--- config.mk ---
export PLATFORM = sky130hd
export DESIGN_NAME = gb_bus_sequencer
export DESIGN_NICKNAME = d
export VERILOG_FILES = /design/src/rtl/gb_bus_pkg.sv /design/src/rtl/gb_tcycle_gen.sv /design/src/rtl/gb_bus_sequencer.sv
export SDC_FILE = /design/constraint.sdc
export NUM_CORES = 1
export LEC_CHECK = 0
export CORE_MARGIN = 4
export CORE_UTILIZATION = 35
export CTS_BUF_LIST = sky130_fd_sc_hd__clkbuf_4
export DETAILED_ROUTE_END_ITERATION = 8
export HOLD_SLACK_MARGIN = 0.02
export PLACE_DENSITY_LB_ADDON = 0.3
export SLEW_MARGIN = 5
export SYNTH_ARGS = -nofsm -noshare
export SYNTH_HDL_FRONTEND = slang
export SYNTH_SLANG_ARGS = --single-unit
--- constraint.sdc ---
create_clock -name clk -period 2.4 [get_ports clk]
set_clock_uncertainty 0.15 [all_clocks]
set_input_delay 0.48 -clock clk [delete_from_list [all_inputs] [get_ports clk]]
set_output_delay 0.48 -clock clk [all_outputs]
set_load 0.005 [all_outputs]
--- src/rtl/gb_bus_pkg.sv ---
// Shared types for the bus sequencer: FSM states, bus owner and latched op.
package gb_bus_pkg;

  typedef enum logic [1:0] {
    ADDR   = 2'd0,
    ACCESS = 2'd1,
    WAIT   = 2'd2,
    END    = 2'd3
  } state_t;

  typedef enum logic [1:0] {
    OP_IDLE = 2'd0,
    OP_RD   = 2'd1,
    OP_WR   = 2'd2
  } op_t;

  localparam logic OWN_CORE = 1'b0;
  localparam logic OWN_DMA  = 1'b1;

  // Read wins when the core raises both requests in the same M-cycle.
  function automatic op_t core_op(input logic rd, input logic we);
    if (rd) return OP_RD;
    if (we) return OP_WR;
    return OP_IDLE;
  endfunction

endpackage

--- src/rtl/gb_tcycle_gen.sv ---
// T-cycle generator: phase counter that can be frozen, registered m_clk and
// phase flags used by the sequencer FSM.
module gb_tcycle_gen #(
  parameter int T_PER_M = 4
) (
  input  logic                       clk,
  input  logic                       rst,
  input  logic                       i_hold,
  output logic [$clog2(T_PER_M)-1:0] o_t_phase,
  output logic                       o_m_clk,
  output logic                       o_is_first,
  output logic                       o_is_sample,
  output logic                       o_is_last
);
  localparam int TPW = $clog2(T_PER_M);

  logic [TPW-1:0] r_phase;
  logic           r_m_clk;
  logic [TPW-1:0] w_phase_next;

  // Advance and wrap the phase unless a wait state freezes it.
  always_comb begin
    w_phase_next = r_phase;
    if (!i_hold) begin
      if (r_phase == TPW'(T_PER_M - 1)) w_phase_next = '0;
      else                              w_phase_next = r_phase + TPW'(1);
    end
  end

  // m_clk is computed from the upcoming phase so it lines up with t_phase.
  always_ff @(posedge clk) begin
    if (rst) begin
      r_phase <= '0;
      r_m_clk <= 1'b1;
    end else begin
      r_phase <= w_phase_next;
      r_m_clk <= (w_phase_next < TPW'(T_PER_M / 2));
    end
  end

  assign o_t_phase   = r_phase;
  assign o_m_clk     = r_m_clk;
  assign o_is_first  = (r_phase == '0);
  assign o_is_sample = (r_phase == TPW'(T_PER_M - 2));
  assign o_is_last   = (r_phase == TPW'(T_PER_M - 1));

endmodule

--- src/rtl/gb_bus_sequencer.sv ---
// M-cycle sequencer and memory bus unit: one access per M-cycle, wait states
// with timeout, DMA takes the bus only at M-cycle boundaries.
module gb_bus_sequencer
  import gb_bus_pkg::*;
#(
  parameter int          AW       = 16,
  parameter int          DW       = 8,
  parameter int          T_PER_M  = 4,
  parameter int          MAX_WAIT = 15,
  parameter logic [AW-1:0] RST_ADDR = 16'h0000
) (
  input  logic                       clk,
  input  logic                       rst,
  input  logic                       core_rd,
  input  logic                       core_we,
  input  logic [AW-1:0]              core_addr,
  input  logic [DW-1:0]              core_wdata,
  output logic [DW-1:0]              core_rdata,
  output logic [$clog2(T_PER_M)-1:0] t_phase,
  output logic                       m_clk,
  output logic                       m_end,
  output logic                       stall,
  output logic                       bus_err,
  output logic [AW-1:0]              mem_addr,
  output logic [DW-1:0]              mem_wdata,
  output logic                       mem_rd,
  output logic                       mem_we,
  input  logic [DW-1:0]              mem_rdata,
  input  logic                       mem_ready,
  input  logic                       dma_req,
  input  logic                       dma_we,
  input  logic [AW-1:0]              dma_addr,
  input  logic [DW-1:0]              dma_wdata,
  output logic                       dma_gnt,
  output logic                       dma_done
);
  localparam int WCW = $clog2(MAX_WAIT + 2);

  state_t         r_state, w_state_next;
  logic           r_owner;
  op_t            r_op, w_op_new;
  logic [WCW-1:0] r_wait_cnt;
  logic           r_mem_rd, r_mem_we, r_bus_err;
  logic [DW-1:0]  r_core_rdata, r_mem_wdata;
  logic [AW-1:0]  r_mem_addr;
  logic           w_is_first, w_is_sample, w_is_last;
  logic           w_hold, w_ready_ok, w_wait_max, w_done, w_forced;

  gb_tcycle_gen #(.T_PER_M(T_PER_M)) u_tcycle (
    .clk        (clk),
    .rst        (rst),
    .i_hold     (w_hold),
    .o_t_phase  (t_phase),
    .o_m_clk    (m_clk),
    .o_is_first (w_is_first),
    .o_is_sample(w_is_sample),
    .o_is_last  (w_is_last)
  );

  // Idle cycles and zero-wait builds never stretch; otherwise memory decides.
  assign w_ready_ok = mem_ready || (MAX_WAIT == 0) || (r_op == OP_IDLE);
  assign w_wait_max = (r_wait_cnt == WCW'(MAX_WAIT));
  assign w_op_new   = (r_owner == OWN_DMA) ? (dma_we ? OP_WR : OP_RD)
                                           : core_op(core_rd, core_we);
  assign w_hold     = (w_state_next == WAIT);

  // Next-state logic; w_done/w_forced mark the edge that closes the access.
  always_comb begin
    w_state_next = r_state;
    w_done       = 1'b0;
    w_forced     = 1'b0;
    case (r_state)
      ADDR:   w_state_next = ACCESS;
      ACCESS: begin
        if (w_is_sample) begin
          if (w_ready_ok) begin
            w_state_next = END;
            w_done       = 1'b1;
          end else begin
            w_state_next = WAIT;
          end
        end
      end
      WAIT: begin
        if (mem_ready) begin
          w_state_next = END;
          w_done       = 1'b1;
        end else if (w_wait_max) begin
          w_state_next = END;
          w_forced     = 1'b1;
        end
      end
      END:     w_state_next = ADDR;
      default: w_state_next = ADDR;
    endcase
  end

  // State, owner, address/data latches, strobes, wait counter and read data.
  always_ff @(posedge clk) begin
    if (rst) begin
      r_state      <= ADDR;
      r_owner      <= OWN_CORE;
      r_op         <= OP_IDLE;
      r_wait_cnt   <= '0;
      r_mem_rd     <= 1'b0;
      r_mem_we     <= 1'b0;
      r_bus_err    <= 1'b0;
      r_core_rdata <= '0;
      r_mem_addr   <= RST_ADDR;
      r_mem_wdata  <= '0;
    end else begin
      r_state   <= w_state_next;
      r_bus_err <= w_forced;
      if (w_is_first) begin
        r_mem_addr  <= (r_owner == OWN_DMA) ? dma_addr : core_addr;
        r_mem_wdata <= (r_owner == OWN_DMA) ? dma_wdata : core_wdata;
        r_op        <= w_op_new;
        r_wait_cnt  <= '0;
        r_mem_rd    <= (w_op_new == OP_RD);
        r_mem_we    <= (w_op_new == OP_WR);
      end
      if (w_state_next == WAIT) r_wait_cnt <= r_wait_cnt + WCW'(1);
      if (w_done || w_forced) begin
        r_mem_rd <= 1'b0;
        r_mem_we <= 1'b0;
        // DMA picks its read data straight off mem_rdata; only core reads land here.
        if (r_op == OP_RD && r_owner == OWN_CORE)
          r_core_rdata <= w_forced ? '1 : mem_rdata;
      end
      if (w_is_last) r_owner <= dma_req ? OWN_DMA : OWN_CORE;
    end
  end

  assign core_rdata = r_core_rdata;
  assign mem_addr   = r_mem_addr;
  assign mem_wdata  = r_mem_wdata;
  assign mem_rd     = r_mem_rd;
  assign mem_we     = r_mem_we;
  assign bus_err    = r_bus_err;
  assign dma_gnt    = (r_owner == OWN_DMA);
  assign stall      = (r_state == WAIT) || (r_owner == OWN_DMA);
  assign m_end      = w_is_last && (r_owner == OWN_CORE);
  assign dma_done   = w_is_last && (r_owner == OWN_DMA);

endmodule
==> ci_impl_report.md, run 1 <==
## Synthesis and layout report

| Metric | Value |
|---|---|
| Peak fanout along the critical path | `5` |
| Clock-pin slew on the worst setup and hold paths | `0.15 ns` |
| Wire length of the first global-routing pass | `9580 µm` |
| Run status | `completed` |
| Detailed Place HPWL | `4560 µm` |
| Required @ worst endpoint | `1.77 ns` |
| Total cells reported by yosys after synthesis | `248` |
| Main flop type after synthesis | `dfxtp_1` |
| Worst Min Path Start | `rst` |
| P_sw | `637 µW` |
| Final number of max-transition violations | `0` |
| Tightest Hold Check Type | `input pin to register` |
| Number of rows in the core area | `29` |
| Post-Synthesis Cells | `248` |
| Mux area share | `11.5%` |
| Post-synthesis adder-cell area fraction | `4.41%` |
| Simple-Gate Area Share | `17.3%` |
| RD Place Congestion | `0.885` |
| Total iterations of the first detailed-routing run | `4` |
| Leakage Power | `0.00121 µW` |
| Drt drc | `0` |
| Min cycle time layout | `2.28 ns` |
| Count of tool warnings | `30` |
| Setup crit end kind | `output port` |
| Post-layout net count | `417` |
| Setup violators final | `0` |
| Sequential Power Share | `47.1%` |
| Count of nets left with antenna violations after detail routing | `0` |
| Finished Layout Cells | `424` |
| Floorplan core density | `35.9%` |
| Internal power | `1400 µW` |
| Area of the die | `7840 µm²` |
| Number of antenna cells inserted | `0` |
| Yosys-reported design area after synthesis | `2270 µm²` |
| Grt met2 use | `23.9%` |
| Total number of vias | `2211` |
| Setup repair after global routing missed its margin | `false` |
| Total global routing track utilization | `15.6%` |
| Fillcell total | `608` |
| Placed standard-cell area | `3370 µm²` |
## run 1: metrics by stage
step                      hold slack [ns]  setup WS (ns)  util, %  power, µW
after floorplan                     0.301          0.252        -       1290
after detailed placement            0.320         0.0364     53.4       1660
after global routing                0.240         0.0190     54.9       2170
after CTS                           0.239         0.0214     54.5       2060
final                               0.250          0.117     54.9       2040
after global placement              0.321          0.130     53.4       1650
## run 1: power by group through the flow
stage	combinational [µW]	clock, µW	sequential, µW
floorplan	316	0	976
global placement	679	0	973
detailed placement	685	0	976
CTS	692	404	959
global route	764	434	974
finish	691	386	960
## run 1: routing by layer
| metal | vias to the layer above | share of wire [%] |
|---|---|---|
| met1 | 1013 | 44 |
| met4 | 0 | 1.3 |
| met3 | 9 | 10 |
| li1 | 1102 | - |
| met2 | 87 | 45 |
| met5 | - | 0 |
## run 1: state kept, by name, indices dropped and copies added (netlist names), named ones only
signal,count
bus_err,1
core_rdata,8
dma_gnt,1
mem_addr,16
mem_rd,1
mem_wdata,8
mem_we,1
r_op,2
r_state,2
r_wait_cnt,5
u_tcycle.o_m_clk,1
u_tcycle.o_t_phase,1
## run 1: worst max-delay path: stages (launching register included)
cell and delay, ns:
dfxtp_2 0.39, ha_2 0.24, nor2b_1 0.14, clkdlybuf4s50_1 0.51
## run 1: what timing repair did
action,CTS,global route
cloned,0,0
endpoints found under the setup margin,3,8
pin swaps,0,1
buffers inserted,1,0
resized,4,8
## run 1: final cells by class
class | instances | area, µm² | area share, %
inverters | 8 | 30.0 | 0.867
flip-flops and latches | 48 | 966 | 27.9
repair buffers | 110 | 1090 | 31.5
well taps | 77 | 96.3 | 2.78
multi-input cells | 173 | 1220 | 35.4
clock inverters | 3 | 17.5 | 0.506
clock buffers | 5 | 37.5 | 1.08
==> run_1/congestion_map.png <==
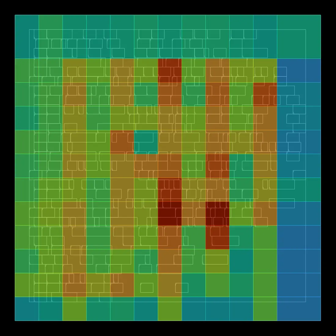
met1 track utilization from global routing: 19.8%
met3 GRT Util: 6.15%
DR WL/cell: 14.5 µm
global-route layer with the greatest usage: met2

==> run_1/clock_wires.png <==
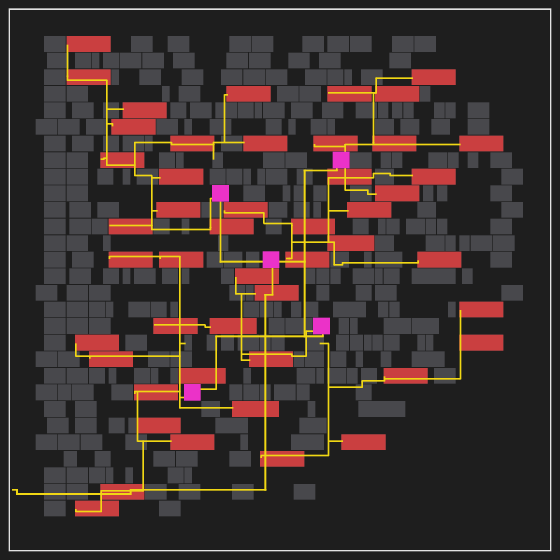
[clock wires] yellow | length: 647 µm
[flip-flops] red | count: 48
[clock-net drivers] magenta | count: 5
routed clock nets: 6
clock share of power: 18.9%
Skew-Pair Late Insertion Delay: 0.37 ns
clock-net power: 386 µW

==> run_1/floorplan.png <==
Bar = 20 µm. Pins as bars on the die edge.
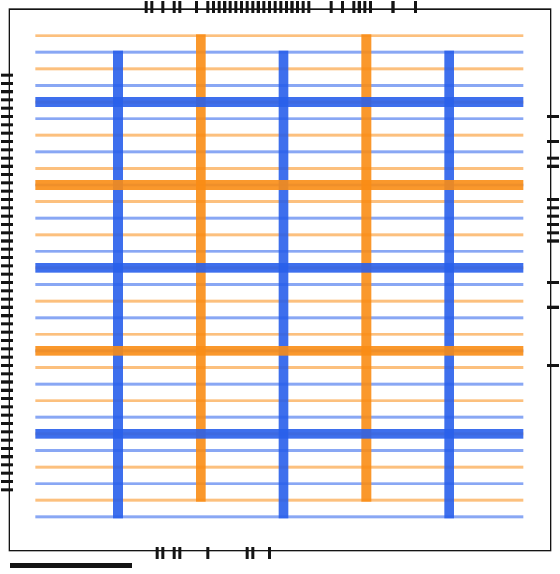
[VSS] blue
[VDD] orange
rows: 29
met4 straps: 5
signal pins: 105
met5 straps: 5
worst supply voltage drop on vdd: 0.259 mV
die x size: 88.5 µm
Floorplan Core Area: 6310 µm²
Die Y: 88.5 µm

==> run_1/class_map.png <==
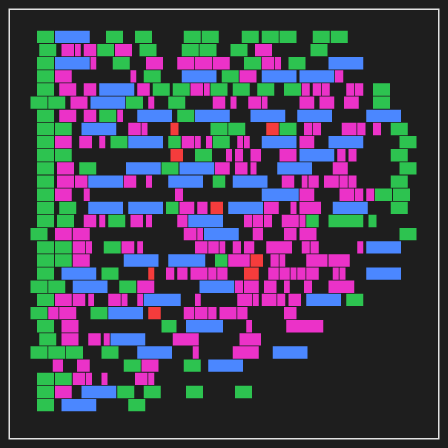

==> run 2: changes to the inputs <==
- REMOVE_ABC_BUFFERS: default -> 1
==> run_2/class_map.png <==
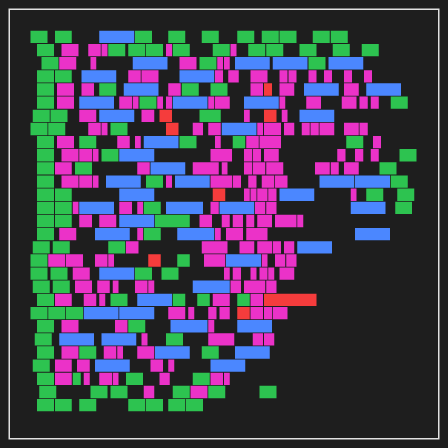
[remaining buffers and delay cells] green | cells: 110 | share of their area: 32%
[registers] blue | cells: 48 | share of their area: 29%
[clock drivers and dummy loads] red | cells: 8 | share of their area: 2.4%
[remaining logic cells] magenta | cells: 181 | share of their area: 37%
Core Util, Final: 55.1%
number of rows in the core area: 29
Post-Layout Inst Area: 3480 µm²
flop share of the area: 27.7%

==> run 2 against run 1 <==
Effect of this change: design area is 0.47% higher; via count is 1.8% lower; combinational power is 1% higher; highest routed layer unchanged.
==> ci_impl_report.md, run 2 <==
## Synthesis and layout report

| Metric | Value |
|---|---|
| Total iterations of the first detailed-routing run | `4 (unchanged)` |
| Main flop type after synthesis | `dfxtp_1` |
| Area of the die | `7840 µm² (unchanged)` |
| Clock-pin slew on the worst setup and hold paths | `0.14 ns (about the same)` |
| Area of combinational cells with multiple inputs | `1210 µm² (-1.0%)` |
| Most numerous cell on the critical path | `ha_1` |
| Die x size | `88.5 µm (unchanged)` |
| Drt drc | `0 (unchanged)` |
| Run status | `completed` |
| Wire length of the first global-routing pass | `9470 µm (-1.2%)` |
| Setup crit end kind | `register` |
| Floorplan Core Area | `6310 µm² (unchanged)` |
| Yosys-reported design area after synthesis | `2270 µm² (unchanged)` |
| Worst Slack Setup Final | `0.120 ns (+0.00294 ns)` |
| Floorplan core density | `35.9% (unchanged)` |
| Post-Synthesis Cells | `248 (unchanged)` |
| Tightest Hold Check Type | `input pin to register` |
| Worst supply voltage drop on vdd | `0.287 mV (+11%)` |
| Total global routing track utilization | `15.5% (-0.17 points)` |
| Number of antenna cells inserted | `0 (unchanged)` |
| Skew-Pair Late Insertion Delay | `0.36 ns (about the same)` |
| RD Place Congestion | `0.787 (-11%)` |
| Leakage Power | `0.00124 µW (+2.2%)` |
| Total number of vias | `2172 (-1.8%)` |
| Setup repair after global routing missed its margin | `false` |
| Area of all sequential standard cells | `966 µm² (unchanged)` |
| Setup violators final | `0 (unchanged)` |
| Count of nets left with antenna violations after detail routing | `0 (unchanged)` |
| Cells traversed along the worst timing path | `ha_1 > and3_1 > ha_1 > nor4_2 > nor2_2 > or4_1 > a21oi_1` |
| Required @ worst endpoint | `2.55 ns (+0.78 ns)` |
-- run 2: cell counts after synthesis --
Identical to the previous run, type by type.
-- run 2: kinds of logic (layout without fill, tap and decap cells) --
kind of cell,after synthesis,in the layout,synth area share (%)
fa+ha+maj,8,8,4.41
compound gates,62,62,19.5
flops,48,48,42.3
mux,26,26,11.5
simple gates,77,77,17.3
buf+inv,27,126,4.96
-- run 2: worst min-delay path by stage --
stage	end	slack, ns	cells after the start	start
finish	mem_wdata[3]	0.26	2	rst
detailed placement	mem_we	0.33	1	mem_we
floorplan	r_op[1]	0.30	1	r_op[1]
CTS	mem_wdata[6]	0.26	2	rst
global placement	mem_wdata[7]	0.32	2	mem_wdata[7]
global route	mem_wdata[3]	0.27	2	rst
-- run 2: repair_timing --
action,in CTS,in global routing
setup buffers,1,0
endpoints found under the setup margin,1,9
gates resized,2,7
-- run 2: cell type report --
type	instances	area share (%)
well taps	77	2.77
clock buffers	6	1.29
flip-flops and latches	48	27.7
inverters	8	0.863
clock inverters	2	1.01
repair buffers	110	31.5
multi-input cells	173	34.8
-- run 2: critical path, delay by kind of cell, from the launching register on --
kind | cells | cell delay (ns)
adder cells (fa/ha/maj) | 2 | 0.46
flip-flops | 1 | 0.36
AND/OR/NAND/NOR | 4 | 1.12
AND-OR/OR-AND | 1 | 0.13
-- run 2: per-layer routing --
metal | vias up | track usage (%) | wire length (µm)
met5 | - | 0 | 0
met4 | 0 | 4.81 | 94
met3 | 9 | 7.82 | 751
met2 | 92 | 23.8 | 2670
met1 | 963 | 18.9 | 2580
li1 | 1108 | - | -
-- run 2: where the power goes --
| part | internal (µW) | total [µW] | switching, µW |
|---|---|---|---|
| clock | 230 | 488 | 258 |
| sequential | 900 | 961 | 61.3 |
| combinational | 390 | 699 | 308 |
Power and IR drop assume default switching activity.
